===== src/rtl/synth_pkg.sv =====
// Shared types and default widths for the synth control blocks.
package synth_pkg;

    localparam int DIV_W   = 8;
    localparam int LEN_W   = 4;
    localparam int TEMPO_W = 16;

    typedef enum logic [1:0] {
        IDLE = 2'd0,
        LOAD = 2'd1,
        PLAY = 2'd2
    } seq_state_t;

    typedef struct packed {
        logic [DIV_W-1:0] divide;
        logic [LEN_W-1:0] len;
    } step_t;

endpackage


===== src/rtl/beat_timer.sv =====
// Tempo prescaler: counts clk cycles and pulses beat_o once every max(tempo,1) cycles.
module beat_timer #(
    parameter int TEMPO_W = synth_pkg::TEMPO_W
) (
    input  logic               clk,
    input  logic               rst,
    input  logic               clr_i,
    input  logic [TEMPO_W-1:0] tempo_i,
    output logic               beat_o
);

    logic [TEMPO_W-1:0] cnt_q, cnt_d;
    logic [TEMPO_W-1:0] limit;

    // >= rather than == so a tempo lowered below the running count wraps at once.
    always_comb begin
        limit  = (tempo_i == '0) ? '0 : tempo_i - TEMPO_W'(1);
        beat_o = !clr_i && (cnt_q >= limit);
        cnt_d  = cnt_q + TEMPO_W'(1);
        if (clr_i || beat_o) begin
            cnt_d = '0;
        end
    end

    always_ff @(posedge clk) begin
        if (rst) begin
            cnt_q <= '0;
        end else begin
            cnt_q <= cnt_d;
        end
    end

endmodule


===== src/rtl/note_sequencer.sv =====
// Step sequencer: plays divide values from a small pattern memory into the clock divider,
// one step per max(len,1) beats, with a one-cycle LOAD gap between steps.
//
//   state | meaning
//   IDLE  | not playing; waits for start
//   LOAD  | one cycle; pattern entry for step_idx is presented by the read register
//   PLAY  | divide/gate driven from the entry; counts beats until the step ends
module note_sequencer #(
    parameter  int N       = synth_pkg::DIV_W,
    parameter  int DEPTH   = 16,
    parameter  int LEN_W   = synth_pkg::LEN_W,
    parameter  int TEMPO_W = synth_pkg::TEMPO_W,
    localparam int AW      = $clog2(DEPTH)
) (
    input  logic               clk,
    input  logic               rst,
    input  logic               wr_en_i,
    input  logic [AW-1:0]      wr_addr_i,
    input  logic [N-1:0]       wr_divide_i,
    input  logic [LEN_W-1:0]   wr_len_i,
    input  logic [TEMPO_W-1:0] tempo_i,
    input  logic [AW-1:0]      last_step_i,
    input  logic               loop_en_i,
    input  logic               start_i,
    input  logic               stop_i,
    output logic [N-1:0]       divide_o,
    output logic               gate_o,
    output logic               busy_o,
    output logic [AW-1:0]      step_idx_o,
    output logic               done_o
);

    import synth_pkg::*;

    logic [N+LEN_W-1:0] mem [DEPTH];
    logic [N+LEN_W-1:0] rd_q;
    logic [N-1:0]       rd_divide;
    logic [LEN_W-1:0]   rd_len;

    seq_state_t         state_q, state_d;
    logic [AW-1:0]      step_idx_q, step_idx_d;
    logic [N-1:0]       divide_q, divide_d;
    logic [LEN_W-1:0]   beats_q, beats_d;
    logic               gate_q, gate_d;
    logic               busy_q, busy_d;
    logic               done_q, done_d;
    logic               beat;

    assign rd_divide = rd_q[N+LEN_W-1:LEN_W];
    assign rd_len    = rd_q[LEN_W-1:0];

    beat_timer #(
        .TEMPO_W (TEMPO_W)
    ) u_beat_timer (
        .clk     (clk),
        .rst     (rst),
        .clr_i   (state_q != PLAY),
        .tempo_i (tempo_i),
        .beat_o  (beat)
    );

    // Read is issued on the edge that enters LOAD so the entry is ready for PLAY entry;
    // a write to the same address during LOAD lands after the read (read-first).
    always_ff @(posedge clk) begin
        if (wr_en_i) begin
            mem[wr_addr_i] <= {wr_divide_i, wr_len_i};
        end
        if (state_d == LOAD) begin
            rd_q <= mem[step_idx_d];
        end
    end

    always_comb begin
        state_d    = state_q;
        step_idx_d = step_idx_q;
        divide_d   = divide_q;
        beats_d    = beats_q;
        gate_d     = gate_q;
        done_d     = 1'b0;

        case (state_q)
            IDLE: begin
                gate_d = 1'b0;
                if (start_i && !stop_i) begin
                    step_idx_d = '0;
                    state_d    = LOAD;
                end
            end
            LOAD: begin
                gate_d = 1'b0;
                if (stop_i) begin
                    state_d = IDLE;
                end else begin
                    state_d  = PLAY;
                    divide_d = rd_divide;
                    gate_d   = (rd_divide != '0);
                    beats_d  = (rd_len == '0) ? LEN_W'(1) : rd_len;
                end
            end
            PLAY: begin
                if (stop_i) begin
                    state_d = IDLE;
                    gate_d  = 1'b0;
                end else if (beat) begin
                    beats_d = beats_q - LEN_W'(1);
                    if (beats_q == LEN_W'(1)) begin
                        gate_d = 1'b0;
                        if (step_idx_q != last_step_i) begin
                            step_idx_d = step_idx_q + AW'(1);
                            state_d    = LOAD;
                        end else if (loop_en_i) begin
                            step_idx_d = '0;
                            state_d    = LOAD;
                        end else begin
                            state_d = IDLE;
                            done_d  = 1'b1;
                        end
                    end
                end
            end
            default: begin
                state_d = IDLE;
                gate_d  = 1'b0;
            end
        endcase

        busy_d = (state_d != IDLE);
    end

    always_ff @(posedge clk) begin
        if (rst) begin
            state_q    <= IDLE;
            step_idx_q <= '0;
            divide_q   <= '0;
            beats_q    <= '0;
            gate_q     <= 1'b0;
            busy_q     <= 1'b0;
            done_q     <= 1'b0;
        end else begin
            state_q    <= state_d;
            step_idx_q <= step_idx_d;
            divide_q   <= divide_d;
            beats_q    <= beats_d;
            gate_q     <= gate_d;
            busy_q     <= busy_d;
            done_q     <= done_d;
        end
    end

    assign divide_o   = divide_q;
    assign gate_o     = gate_q;
    assign busy_o     = busy_q;
    assign step_idx_o = step_idx_q;
    assign done_o     = done_q;

endmodule


===== config.mk =====
export PLATFORM = sky130hd
export DESIGN_NAME = note_sequencer
export DESIGN_NICKNAME = d
export VERILOG_FILES = /design/src/rtl/synth_pkg.sv /design/src/rtl/beat_timer.sv /design/src/rtl/note_sequencer.sv
export SDC_FILE = /design/constraint.sdc
export NUM_CORES = 1
export LEC_CHECK = 0
export ABC_AREA = 1
export CAP_MARGIN = 20
export CORE_ASPECT_RATIO = 1.25
export CORE_MARGIN = 1
export CORE_UTILIZATION = 55
export CTS_BUF_LIST = sky130_fd_sc_hd__clkbuf_8
export CTS_CLUSTER_DIAMETER = 30
export DETAILED_ROUTE_END_ITERATION = 8
export PLACE_DENSITY = 0.74
export SKIP_CTS_REPAIR_TIMING = 1
export SYNTH_ARGS = -nofsm -noshare
export SYNTH_HDL_FRONTEND = slang
export SYNTH_SLANG_ARGS = --single-unit

===== constraint.sdc =====
create_clock -name clk -period 4.7 [get_ports clk]
set_input_delay 0.94 -clock clk [delete_from_list [all_inputs] [get_ports clk]]
set_output_delay 0.94 -clock clk [all_outputs]
set_load 0.005 [all_outputs]

PDN straps and rails:
Scale: 3 px per µm. Pins as bars on the die edge. Tap cells in gray.
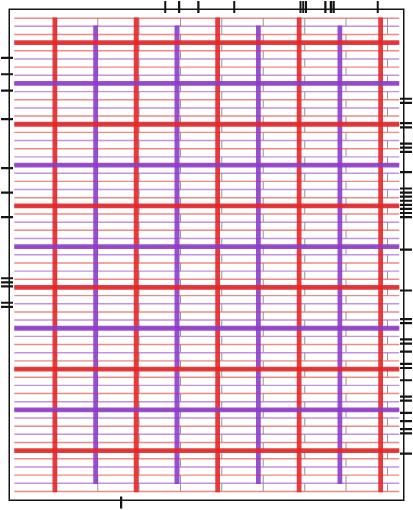
- VDD: purple
- VSS: red
- rows: 58
- met1 rails: 59
- met5 straps: 11

Placed cells, one color a class:
Scale: 3 px per µm. Fill, decap, tap and diode cells in gray.
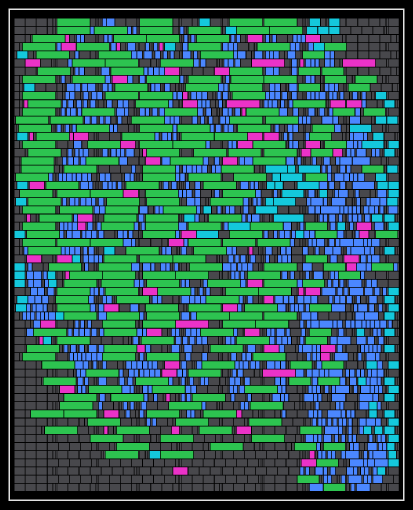
- registers: green (cells 241; share of their area 52%)
- remaining buffers and delay cells: cyan (cells 91; share of their area 7.5%)
- clock drivers and dummy loads: magenta (cells 77; share of their area 6.9%)
- remaining logic cells: blue (cells 873; share of their area 33%)

==> GITHUB_STEP_SUMMARY <==
### Yosys + OpenROAD results

| Metric | Value |
|---|---|
| Endpoint type of the worst setup path | `flop` |
| Antenna violations before repair | `0` |
| Fin nets | `between 1k and 1.5k` |
| Comb gate area | `about 0.0036 mm²` |
| Final Hold Viols | `0` |
| Top area cell types | `edfxtp_1, nand3_1, nand2_1, dfxtp_1, inv_1` |
| Top cells by count, synth | `nand3_1, edfxtp_1, nand2_1, inv_1, nor2_1` |
| Routability cong. | `around 0.83` |
| Post-synth seq share | `0.601` |
| Metal2 WL | `12800 µm` |
| Ratio of cells with drive above 1 in the final layout | `0.105` |
| Core area | `roughly 0.02 mm²` |
| Mapped Avg Cell Area | `9.81 µm²` |
| Slew Limit Fails | `0` |
| GR Layer Usage met1 | `0.320` |
| Internal | `3.66 mW` |
| Grt ovf | `0` |
| OpenROAD warnings | `28` |
| Mapped Area | `0.0114 mm²` |
| Highest metal used | `met4` |
| Clock slew at reported path FFs | `roughly 0.06 ns` |
| Flop area | `just under 0.007 mm²` |
| GRT met2 Usage | `0.430` |
| DR pass1 iterations | `5` |
| Slew @ Worst Pin | `roughly 1.1 ns` |
| Crit path DRT | `about 5 ns` |
| Rel. slew slack | `0.296` |
| Max capacitance violation total | `0` |
| Rows | `a little under 60` |
| Number of global-route vias before repair | `around 8k` |
| Met3 GRT Util | `0.0563` |
| Cell Chain, Critical Path | `clkdlybuf4s50_1 -> nor2_1 -> nand2_1 -> nor4_1 -> inv_1 -> nand2_1 -> ha_1 -> nand2_1 -> inv_1 -> nand2_1 -> nand2_1 -> nand2_1 -> nand2_1 -> nand2_1 -> nand2_1 -> nand3_4 -> nand2_2 -> nand2_4 -> buf_16 -> nand3_1 -> nand3_1 -> nand3_1 -> nand3_1 -> nand2_1` |
| Status | `finished clean` |
| P_leak | `~5.6 nW` |
| Synth Net Count | `between 1k and 1.5k` |
| Final worst setup slack | `approximately 0.4 ns` |
| Global Route Usage Sum | `0.259` |
Routed clock nets over the placement:
Scale: 2 px per µm.
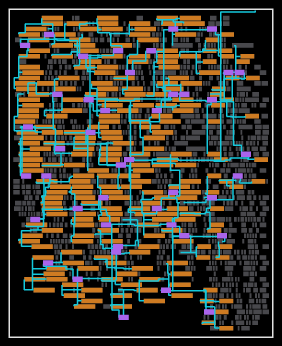
- clock-net drivers: purple (count 43)
- clock wires: cyan (length 2850 µm)
- flip-flops: orange (count 241)
- routed clock nets: 44

-- power by group through the flow --
stage	sequential (mW)	clock [mW]	combinational, mW
2_1_floorplan	2.42	0	0.173
5_1_grt	2.39	2.16	0.347
3_3_place_gp	2.43	0	0.304
4_1_cts	2.39	2.06	0.312
6_report	2.39	2.03	0.312
3_5_place_dp	2.43	0	0.310
-- final cells by class --
class,count,area share
sequential,241,0.511
timing repair buffer,91,0.0730
multi-input combinational,680,0.270
inverter,193,0.0541
clock buffer,44,0.0450
tap,270,0.0251
clock inverter,33,0.0224
-- state kept, by name (all words and copies together), names as in the netlist --
name / count
step_idx_o: 4
done_o: 1
beats_q: 4
divide_o: 8
busy_o: 1
mem: 192
u_beat_timer.cnt_q: 16
gate_o: 1
rd_q: 12
state_q: 2
Power figures rest on the tool's default switching activity, not on a simulated workload.
